$ cat config.mk
export PLATFORM = sky130hd
export DESIGN_NAME = pipe_stage_reg
export DESIGN_NICKNAME = d
export VERILOG_FILES = /design/src/rtl/pipe_pkg.sv /design/src/rtl/pipe_stage_entry.sv /design/src/rtl/pipe_stage_reg.sv
export SDC_FILE = /design/constraint.sdc
export NUM_CORES = 1
export LEC_CHECK = 0
export ABC_CLOCK_PERIOD_IN_PS = 1800
export CAP_MARGIN = 40
export CELL_PAD_IN_SITES_DETAIL_PLACEMENT = 0
export CELL_PAD_IN_SITES_GLOBAL_PLACEMENT = 2
export CORE_UTILIZATION = 30
export DETAILED_ROUTE_END_ITERATION = 10
export GPL_TIMING_DRIVEN = 0
export PLACE_DENSITY = 0.72
export SLEW_MARGIN = 20
export SYNTH_ARGS = -nofsm -noshare
export SYNTH_HDL_FRONTEND = slang
export SYNTH_SLANG_ARGS = --single-unit
$ cat constraint.sdc
create_clock -name clk -period 1.8 [get_ports clk]
set_clock_uncertainty 0.1 [all_clocks]
set_input_delay 0.27 -clock clk [delete_from_list [all_inputs] [get_ports clk]]
set_output_delay 0.27 -clock clk [all_outputs]
set_load 0.1 [all_outputs]
$ cat src/rtl/pipe_pkg.sv
// Shared definitions for the pipeline stage register: state encoding,
// default payload widths and the state-to-occupancy mapping.
package pipe_pkg;

  // Default payload widths: PC, ALU result, store data, rd, zero flag
  // on the datapath side; RegWrite, MemtoReg, Branch, MemWrite, MemRead
  // on the control side.
  localparam int DEF_DATA_W = 102;
  localparam int DEF_CTRL_W = 5;

  // Stage state. The encoding equals the number of held entries so
  // occupancy falls straight out of the state register.
  localparam logic [1:0] ST_EMPTY     = 2'd0;
  localparam logic [1:0] ST_HEAD      = 2'd1;
  localparam logic [1:0] ST_HEAD_SKID = 2'd2;

  // Number of entries held in a given state.
  function automatic logic [1:0] occupancy_of(input logic [1:0] st);
    logic [1:0] occ;
    occ = 2'd0;
    case (st)
      ST_HEAD:      occ = 2'd1;
      ST_HEAD_SKID: occ = 2'd2;
      default:      occ = 2'd0;
    endcase
    return occ;
  endfunction

endpackage

$ cat src/rtl/pipe_stage_entry.sv
// One pipeline slot: valid bit, datapath payload and control payload.
// 'clear' invalidates the slot and zeroes its control bits while keeping
// the datapath bits, so a dead slot can never issue side effects
// downstream. 'clear' wins over 'load'.
module pipe_stage_entry
  import pipe_pkg::*;
#(
  parameter int DATA_W = DEF_DATA_W,
  parameter int CTRL_W = DEF_CTRL_W
) (
  input  logic              clk,
  input  logic              rst,
  input  logic              load,
  input  logic              clear,
  input  logic [DATA_W-1:0] load_data,
  input  logic [CTRL_W-1:0] load_ctrl,
  output logic              valid,
  output logic [DATA_W-1:0] data,
  output logic [CTRL_W-1:0] ctrl
);

  // Slot storage with asynchronous active-low reset.
  always_ff @(posedge clk or negedge rst) begin
    if (!rst) begin
      valid <= 1'b0;
      data  <= '0;
      ctrl  <= '0;
    end else if (clear) begin
      valid <= 1'b0;
      ctrl  <= '0;
    end else if (load) begin
      valid <= 1'b1;
      data  <= load_data;
      ctrl  <= load_ctrl;
    end
  end

endmodule

$ cat src/rtl/pipe_stage_reg.sv
// Valid/ready pipeline stage register. With SKID_EN=1 a second (skid)
// slot absorbs the one instruction that may arrive while downstream
// stalls, which lets in_ready come straight from a flop. With SKID_EN=0
// the stage is a single slot whose in_ready is combinational.
module pipe_stage_reg
  import pipe_pkg::*;
#(
  parameter int DATA_W  = DEF_DATA_W,
  parameter int CTRL_W  = DEF_CTRL_W,
  parameter int SKID_EN = 1,
  parameter int CNT_W   = 16
) (
  input  logic              clk,
  input  logic              rst,
  input  logic              in_valid,
  output logic              in_ready,
  input  logic [DATA_W-1:0] in_data,
  input  logic [CTRL_W-1:0] in_ctrl,
  input  logic              flush,
  output logic              out_valid,
  input  logic              out_ready,
  output logic [DATA_W-1:0] out_data,
  output logic [CTRL_W-1:0] out_ctrl,
  output logic [1:0]        occupancy,
  output logic [CNT_W-1:0]  stall_cnt
);

  localparam logic [CNT_W-1:0] CNT_MAX = '1;

  logic [1:0]        state_reg;
  logic [1:0]        state_next;
  logic [CNT_W-1:0]  stall_reg;

  logic              head_valid;
  logic [DATA_W-1:0] head_data;
  logic [CTRL_W-1:0] head_ctrl;
  logic              head_load;
  logic              head_clear;
  logic [DATA_W-1:0] head_load_data;
  logic [CTRL_W-1:0] head_load_ctrl;

  logic              skid_valid;
  logic [DATA_W-1:0] skid_data;
  logic [CTRL_W-1:0] skid_ctrl;
  logic              skid_load;
  logic              skid_clear;

  logic              in_xfer;
  logic              out_xfer;

  assign in_xfer  = in_valid && in_ready;
  assign out_xfer = head_valid && out_ready;

  // Next-state logic; flush overrides any same-cycle transfer.
  always_comb begin
    state_next = state_reg;
    if (flush) begin
      state_next = ST_EMPTY;
    end else begin
      case (state_reg)
        ST_EMPTY: begin
          if (in_xfer) state_next = ST_HEAD;
        end
        ST_HEAD: begin
          if (in_xfer && !out_xfer)
            state_next = (SKID_EN != 0) ? ST_HEAD_SKID : ST_HEAD;
          else if (!in_xfer && out_xfer)
            state_next = ST_EMPTY;
        end
        ST_HEAD_SKID: begin
          if (out_xfer) state_next = ST_HEAD;
        end
        default: state_next = ST_EMPTY;
      endcase
    end
  end

  // State register.
  always_ff @(posedge clk or negedge rst) begin
    if (!rst) state_reg <= ST_EMPTY;
    else      state_reg <= state_next;
  end

  // Head refills from upstream when it is empty or draining in the same
  // cycle, or from the skid slot when that slot is occupied.
  assign head_load = !flush &&
                     ((state_reg == ST_EMPTY && in_xfer) ||
                      (state_reg == ST_HEAD && in_xfer && out_xfer) ||
                      (skid_valid && out_xfer));
  assign head_load_data = skid_valid ? skid_data : in_data;
  assign head_load_ctrl = skid_valid ? skid_ctrl : in_ctrl;
  assign head_clear     = flush || (out_xfer && !head_load);

  // Skid fills only when a new instruction arrives against a stalled head.
  assign skid_load  = !flush && (state_reg == ST_HEAD) && in_xfer && !out_xfer;
  assign skid_clear = flush || (skid_valid && out_xfer);

  pipe_stage_entry #(
    .DATA_W (DATA_W),
    .CTRL_W (CTRL_W)
  ) u_head (
    .clk       (clk),
    .rst       (rst),
    .load      (head_load),
    .clear     (head_clear),
    .load_data (head_load_data),
    .load_ctrl (head_load_ctrl),
    .valid     (head_valid),
    .data      (head_data),
    .ctrl      (head_ctrl)
  );

  generate
    if (SKID_EN != 0) begin : g_skid
      logic in_ready_reg;

      pipe_stage_entry #(
        .DATA_W (DATA_W),
        .CTRL_W (CTRL_W)
      ) u_skid (
        .clk       (clk),
        .rst       (rst),
        .load      (skid_load),
        .clear     (skid_clear),
        .load_data (in_data),
        .load_ctrl (in_ctrl),
        .valid     (skid_valid),
        .data      (skid_data),
        .ctrl      (skid_ctrl)
      );

      // Registered ready: open unless the next state has both slots full.
      always_ff @(posedge clk or negedge rst) begin
        if (!rst) in_ready_reg <= 1'b1;
        else      in_ready_reg <= (state_next != ST_HEAD_SKID);
      end

      assign in_ready = in_ready_reg;
    end else begin : g_single
      assign skid_valid = 1'b0;
      assign skid_data  = '0;
      assign skid_ctrl  = '0;
      assign in_ready   = !head_valid || out_ready;
    end
  endgenerate

  // Saturating count of cycles where the head is blocked downstream;
  // deliberately ignores flush.
  always_ff @(posedge clk or negedge rst) begin
    if (!rst)
      stall_reg <= '0;
    else if (head_valid && !out_ready && (stall_reg != CNT_MAX))
      stall_reg <= stall_reg + 1'b1;
  end

  assign out_valid = head_valid;
  assign out_data  = head_data;
  assign out_ctrl  = head_ctrl;
  assign occupancy = occupancy_of(state_reg);
  assign stall_cnt = stall_reg;

endmodule

Run 1, the clock network:
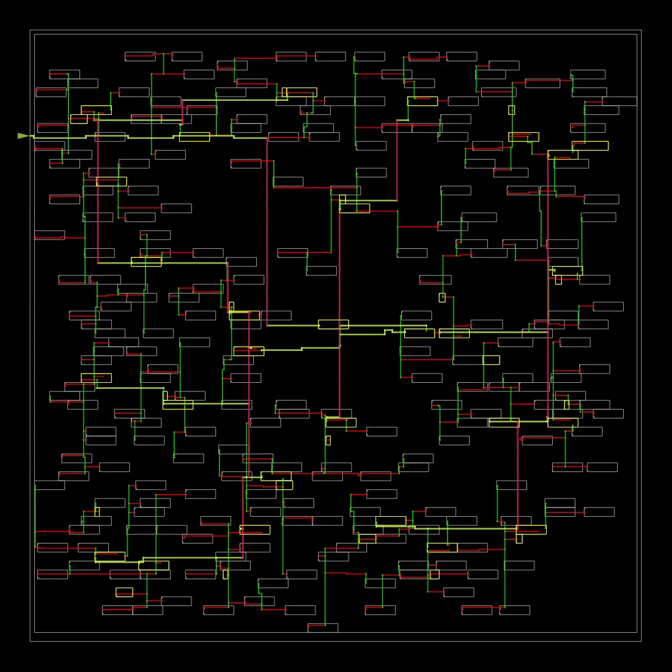
CTS Buf Count: 27
clk latency late pin: 0.52 ns
# clock sinks: 235
Clk power: 5270 uW

Run 1, signal metal coverage by tile:
Scale: 2 px per um. 37 x 37 tiles, from dark purple (low) to yellow (high), scaled to the fullest tile. Values are wire area over tile area, all layers added.
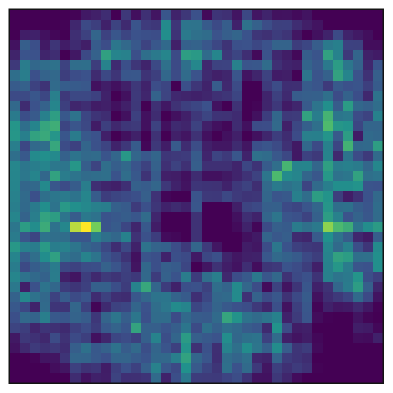
tiles over half the peak: 4.8%
emptiest ninth of the die: centre
nearly empty tiles: 9.9%
mean over tiles: 0.14

==> results.sh, run 1 <==
# flow metrics
export IMPL_yosys_area_mm2=0.0102
export IMPL_clock_power_share_pct=17.5
export IMPL_synthFlopType="dfrtp_1"
export IMPL_nFillCells=2575
export IMPL_synthArstFlopShare_pct=100
export IMPL_worstSetupStartpoint="in_ready$_DFF_PN1_"
export IMPL_synthCells=676
export IMPL_setup_viol=226
export IMPL_status="complete, but fails checks"
export IMPL_most_common_cell="mux2_2"
export IMPL_crit_path_end_kind="flip-flop"
export IMPL_synth_cell_types=39
export IMPL_die_y_um=186
export IMPL_use_met2_pct=25.1
export IMPL_total_leakage_power_uw=0.00903
export IMPL_place_congestion=0.746
export IMPL_largest_area_cell="dfrtp_1"
export IMPL_critPathKind="reg2reg"
export IMPL_cell_internal_pwr_uw=18000
export IMPL_crit_arrival_ns=2.45
export IMPL_yosys_area_share_simple_pct=2.78
export IMPL_drive_above_1_share_pct=55.5
export IMPL_top_usage_layer="met2"
export IMPL_reg2reg_slack_ns=-0.34
export IMPL_violations="setup timing"
export IMPL_sequentialPowerShare_pct=27.2
export IMPL_drt_total_wl_um=29500
export IMPL_root_buffer="clkbuf_16"
export IMPL_top_logic_kind="multiplexers"
export IMPL_warnings=29
export IMPL_regArea_mm2=0.00595
export IMPL_aoi_share_pct=1.87
export IMPL_min_path_type="in2async"
export IMPL_drv_cap=0
export IMPL_gr_usage_met1_pct=20.6
export IMPL_worst_path_max_fanout=10
export IMPL_ys_cells=676
export IMPL_powerDensity_mw_per_mm2=1610
export IMPL_floorplanUtilization_pct=30.5
export IMPL_slew_violations=0
export IMPL_routedWlPerCell_um=18.6
export IMPL_synth_edff_count=0
export IMPL_drcViolationCount=0
export IMPL_yosysWarnings=0
export IMPL_comb_power_uw=16700
export IMPL_vias_per_cell=4.58
export IMPL_reg2regPathDepth=7
export IMPL_hold_viol=0
export IMPL_rr_endpoint="u_head.data[35]$_DFFE_PN0P_"
export IMPL_ctsResizeCount=125
export IMPL_grt_pass1_vias=7416
export IMPL_postRouteAntennaNets=0
export IMPL_wl_met2_um=13900
export IMPL_cp_endpoint="u_head.data[35]$_DFFE_PN0P_"
export IMPL_fmax_mhz=466
export IMPL_top_layer_used="met5"
export IMPL_slew_headroom_pct=59.0
export IMPL_setup_ws_ns=-0.345
export IMPL_finalSetupTns_ns=-57.78
export IMPL_dp_hpwl_um=18800
export IMPL_gr_usage_met3_pct=4.42
export IMPL_fin_cells=1585
export IMPL_numSynthFlops=235
export IMPL_wl_met3_um=1940
export IMPL_r2r_start="in_ready$_DFF_PN1_"
Run 1, met3 routing:
Scale: 2 px per um. Cells faint in the background.
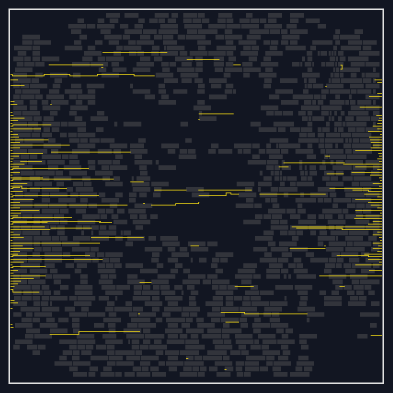
nets with wire on the layer: 153
wire length on this layer: 1940 um
share of all routed wire: 6.6%
main direction: horizontal
longest straight run: 58.2 um

Run 1, placement by cell class:
Scale: 2 px per um.
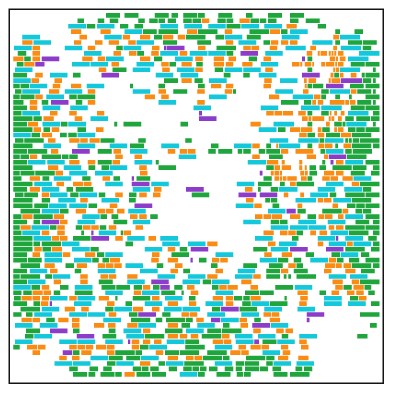
| colour | class | cells | share of their area |
|---|---|---|---|
| cyan | flops | 235 | 33% |
| purple | clock drivers and dummy loads | 46 | 4.6% |
| orange | all other logic | 406 | 25% |
| green | other buffers and delay cells | 449 | 37% |
Core Rows: 67
core footprint: 0.0334 mm2
Final Cell Area: 0.0187 mm2

-- run 1: area by class of cell --
class / instances / area share (%)
diodes: 1 / 0.0134
plain buffers: 33 / 2.50
clock buffers: 39 / 4.12
clock inverters: 7 / 0.334
inverters: 2 / 0.0401
multi-input cells: 404 / 24.5
flip-flops and latches: 235 / 31.8
well taps: 448 / 2.99
repair buffers: 416 / 33.7
-- run 1: placed cells by master, fill, tap and decap left out, types with 2 or more instances in the layout --
master           netlist  final
dfrtp_2                0      5
nor2_1                 9      9
dfrtp_1              234    214
clkbuf_16              0     42
mux2_2               309    223
nand2_4                0      3
o21bai_1               2      2
nand3_1                6      3
clkbuf_1              10     11
inv_1                  2      2
clkinv_2               0      5
a22o_1                10     10
a21oi_1                5      4
nor3_1                 5      4
nand2_2                0      2
clkbuf_8               0      5
nor4_2                 0      2
nand2b_1               3      3
buf_2                 20     14
buf_6                  1     14
clkdlybuf4s15_2        0     13
nand3_2                0      2
buf_16                 0     55
nor2b_4                0      3
clkdlybuf4s50_1        0    111
buf_4                  2     18
xor2_1                 5      5
dfrtp_4                0     15
xnor2_1                8      7
mux2_4                 0     90
clkbuf_2               1      6
buf_12                 0     96
dlymetal6s2s_1         0     97
and3_1                 3      2
nand4_1                5      5
buf_8                  0      5
nand2_1               11      6
-- run 1: metrics by stage --
step,area [um2],worst slack (ns),hold slack (ns)
floorplan,10500,-0.366,-0.126
global placement,13400,-12.61,0.372
detailed placement,16100,-1.00,0.195
CTS,17000,-0.388,0.232
global route,18700,-0.400,0.269
finish,18700,-0.345,0.217
-- run 1: critical path, cell delays in order, from the launching register on --
cell and delay (ns):
dfstp_4 0.63, nand2_4 0.06, a211o_1 0.30, a21oi_4 0.18
buf_6 0.13, clkbuf_16 0.15, buf_12 0.15, mux2_2 0.33
Run 1, drive-strength map:
Scale: 1.5 px per um.
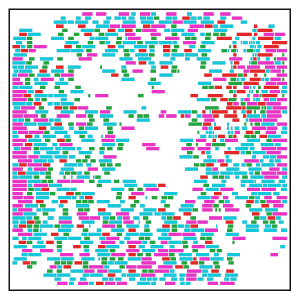

==> run 2: changes to the inputs <==
ABC_AREA = 1   (was default)
CORE_UTILIZATION = 27   (was 30)
PLACE_DENSITY = default   (was 0.72)
PLACE_DENSITY_LB_ADDON = 0.1   (was default)
Run 2, drive-strength map:
Scale: 1.5 px per um.
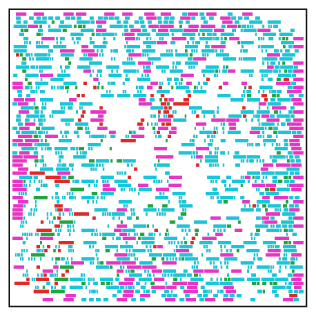
| colour | size | cells | most used |
|---|---|---|---|
| green | drive 2 | 141 | nand2_2 |
| cyan | drive 1 or less | 1150 | nand2_1 |
| red | drive 3 to 4 | 75 | buf_4 |
| magenta | drive 6 and up | 221 | buf_12 |

Run 2, placement by cell class:
Scale: 2 px per um.
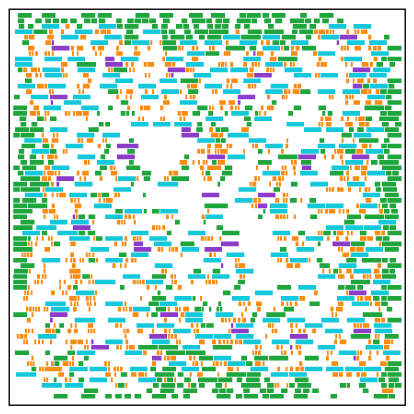
| colour | class | cells | share of their area |
|---|---|---|---|
| purple | clock drivers and dummy loads | 51 | 5.2% |
| green | other buffers and delay cells | 462 | 36% |
| cyan | flops | 235 | 34% |
| orange | all other logic | 839 | 25% |
Final Cell Area: 0.0182 mm2
Seq/total area: 32.6%
core footprint: 0.0376 mm2
Final Core Density: 48.3%
Core Rows: 71

==> run 2 against run 1 <==
  * The run still ends with setup timing left
  * Global-route usage up 2.7 points
  * Hold slack lost 0.0089 ns
  * Sequential power decreased by 3.8%
  * Combinational power is 18% lower
  * First-iteration DRC count up 110%
  * Synthesized area rose by 0.99%
  * Wire length increased by 18%
  * Count of clock-buffer cells in the layout up 8
  * Cell area decreased by 3.0%
  * Total power fell by 9.6%
  * Fmax up 11%
  * Non-clock buffer count up 13
  * Largest cell class unchanged
  * Largest power group unchanged
  * Highest routed layer unchanged
==> results.sh, run 2 <==
# flow metrics
export IMPL_status="complete, but fails checks"
export IMPL_violations="setup timing"
export IMPL_antenna_cells=0
export IMPL_finalSetupTns_ns=-3.73
export IMPL_vias_per_cell=4.42
export IMPL_drv_cap=0
export IMPL_critPathKind="reg2reg"
export IMPL_yosysWarnings=0
export IMPL_postRouteAntennaNets=0
export IMPL_rr_endpoint="u_head.data[59]$_DFFE_PN0P_"
export IMPL_nFillCells=3538
export IMPL_worstSetupStartpoint="in_ready$_DFF_PN1_"
export IMPL_dp_hpwl_um=23000
export IMPL_placed_area_mm2=0.0157
export IMPL_drive_above_1_share_pct=27.5
export IMPL_crit_family="flip-flops"
export IMPL_setup_viol=79
export IMPL_fin_hold_ws_ns=0.208
export IMPL_lay_top_cells="nand2_1 (348), dfrtp_1 (217), buf_12 (111)"
export IMPL_most_common_cell="nand2_1"
export IMPL_drcViolationCount=0
export IMPL_synthFlopType="dfrtp_1"
export IMPL_synthArstFlopShare_pct=100
export IMPL_slew_violations=0
export IMPL_cp_endpoint="u_head.data[59]$_DFFE_PN0P_"
export IMPL_clkLatencyLatePin_ns=0.54
export IMPL_r2r_start="in_ready$_DFF_PN1_"
export IMPL_warnings=29
export IMPL_critical_path_max_stage_delay_ns=0.62
export IMPL_reg2reg_slack_ns=-0.13
export IMPL_top_logic_kind="simple AND/OR/NAND/NOR gates"
export IMPL_setup_ws_ns=-0.126
export IMPL_aoi_share_pct=9.06
export IMPL_total_leakage_power_uw=0.00853
export IMPL_grt_pass1_vias=9532
export IMPL_crit_arrival_ns=2.25
export IMPL_numSynthFlops=235
export IMPL_yosys_area_share_simple_pct=20.4
export IMPL_floorplanUtilization_pct=27.4
export IMPL_hold_viol=0
export IMPL_slew_headroom_pct=61.4
export IMPL_power_uw=27300
export IMPL_synthCells=1143
export IMPL_regArea_mm2=0.00593
export IMPL_worst_path_max_fanout=5
export IMPL_fin_cells=2098
export IMPL_fmax_mhz=519
export IMPL_reg2regPathDepth=11
export IMPL_synth_cell_types=28
export IMPL_post_place_ws_ns=-0.580
export IMPL_cts_num_sinks=235
export IMPL_crit_path_top_delay_cell="dfstp_4"
export IMPL_yosys_area_mm2=0.0103
Run 2, signal metal coverage by tile:
Scale: 2 px per um. 39 x 39 tiles, from dark purple (low) to yellow (high), scaled to the fullest tile. Values are wire area over tile area, all layers added.
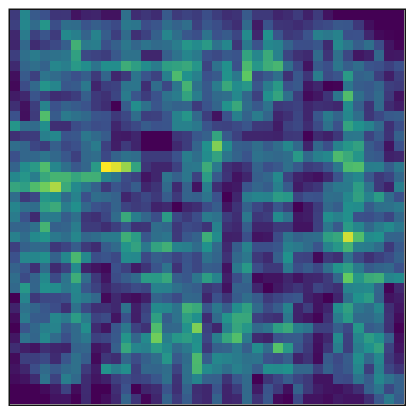
nearly empty tiles: 3.2%
tiles over half the peak: 10%
mean over tiles: 0.14
fullest tile: 0.48
Routed WL per cell: 16.6 um
final wirelength: 34900 um

## run 2: netlist changes by cell type after synthesis, moves of 13 or more
cell / previous run / this run
nand3_1: 6 / 83
mux2i_1: 0 / 73
buf_2: 20 / 41
mux2_2: 309 / 0
o21ai_1: 0 / 95
inv_1: 2 / 55
o21ai_0: 1 / 79
nand2_1: 11 / 400
clkbuf_1: 10 / 23
## run 2: layout make-up
| class | count | area share, % |
|---|---|---|
| plain buffers | 65 | 3.49 |
| multi-input cells | 780 | 23.3 |
| flip-flops and latches | 235 | 32.6 |
| well taps | 511 | 3.52 |
| repair buffers | 397 | 30.8 |
| inverters | 59 | 1.27 |
| clock buffers | 47 | 4.75 |
| clock inverters | 4 | 0.248 |
## run 2: power breakdown
part / switching (uW) / internal, uW / leakage (uW) / total [uW]
Sequential: 964 / 6930 / 0.00295 / 7900
Clock: 2270 / 3380 / 0.000447 / 5650
Combinational: 8280 / 5470 / 0.00514 / 13700
Total: 11500 / 15800 / 0.00853 / 27300
## run 2: timing repair
action                     4_1_cts  5_1_grt
hold endpoints to repair        67        0
setup endpoints to repair      343      245
hold buffers                     1        0
setup buffers                   29        9
resized                        407      120
pin swaps                        8        4
cloned                          12        3
## run 2: routing by layer
layer | GRT usage (%) | vias up | wire (um)
met4 | 3.30 | 2 | 470
met2 | 30.3 | 169 | 16800
met1 | 24.9 | 4480 | 16200
li1 | - | 4588 | -
met5 | 0 | - | 17
met3 | 2.80 | 32 | 1410
## run 2: cells by family (layout without fill, tap and decap cells)
kind of cell	count (synthesis)	count (layout)
simple gates	516	517
flops	235	235
compound gates	182	182
buf+inv	129	572
mux	73	73
xor+xnor	7	7
fa+ha+maj	1	1
Power is estimated from default activity; no workload was simulated.
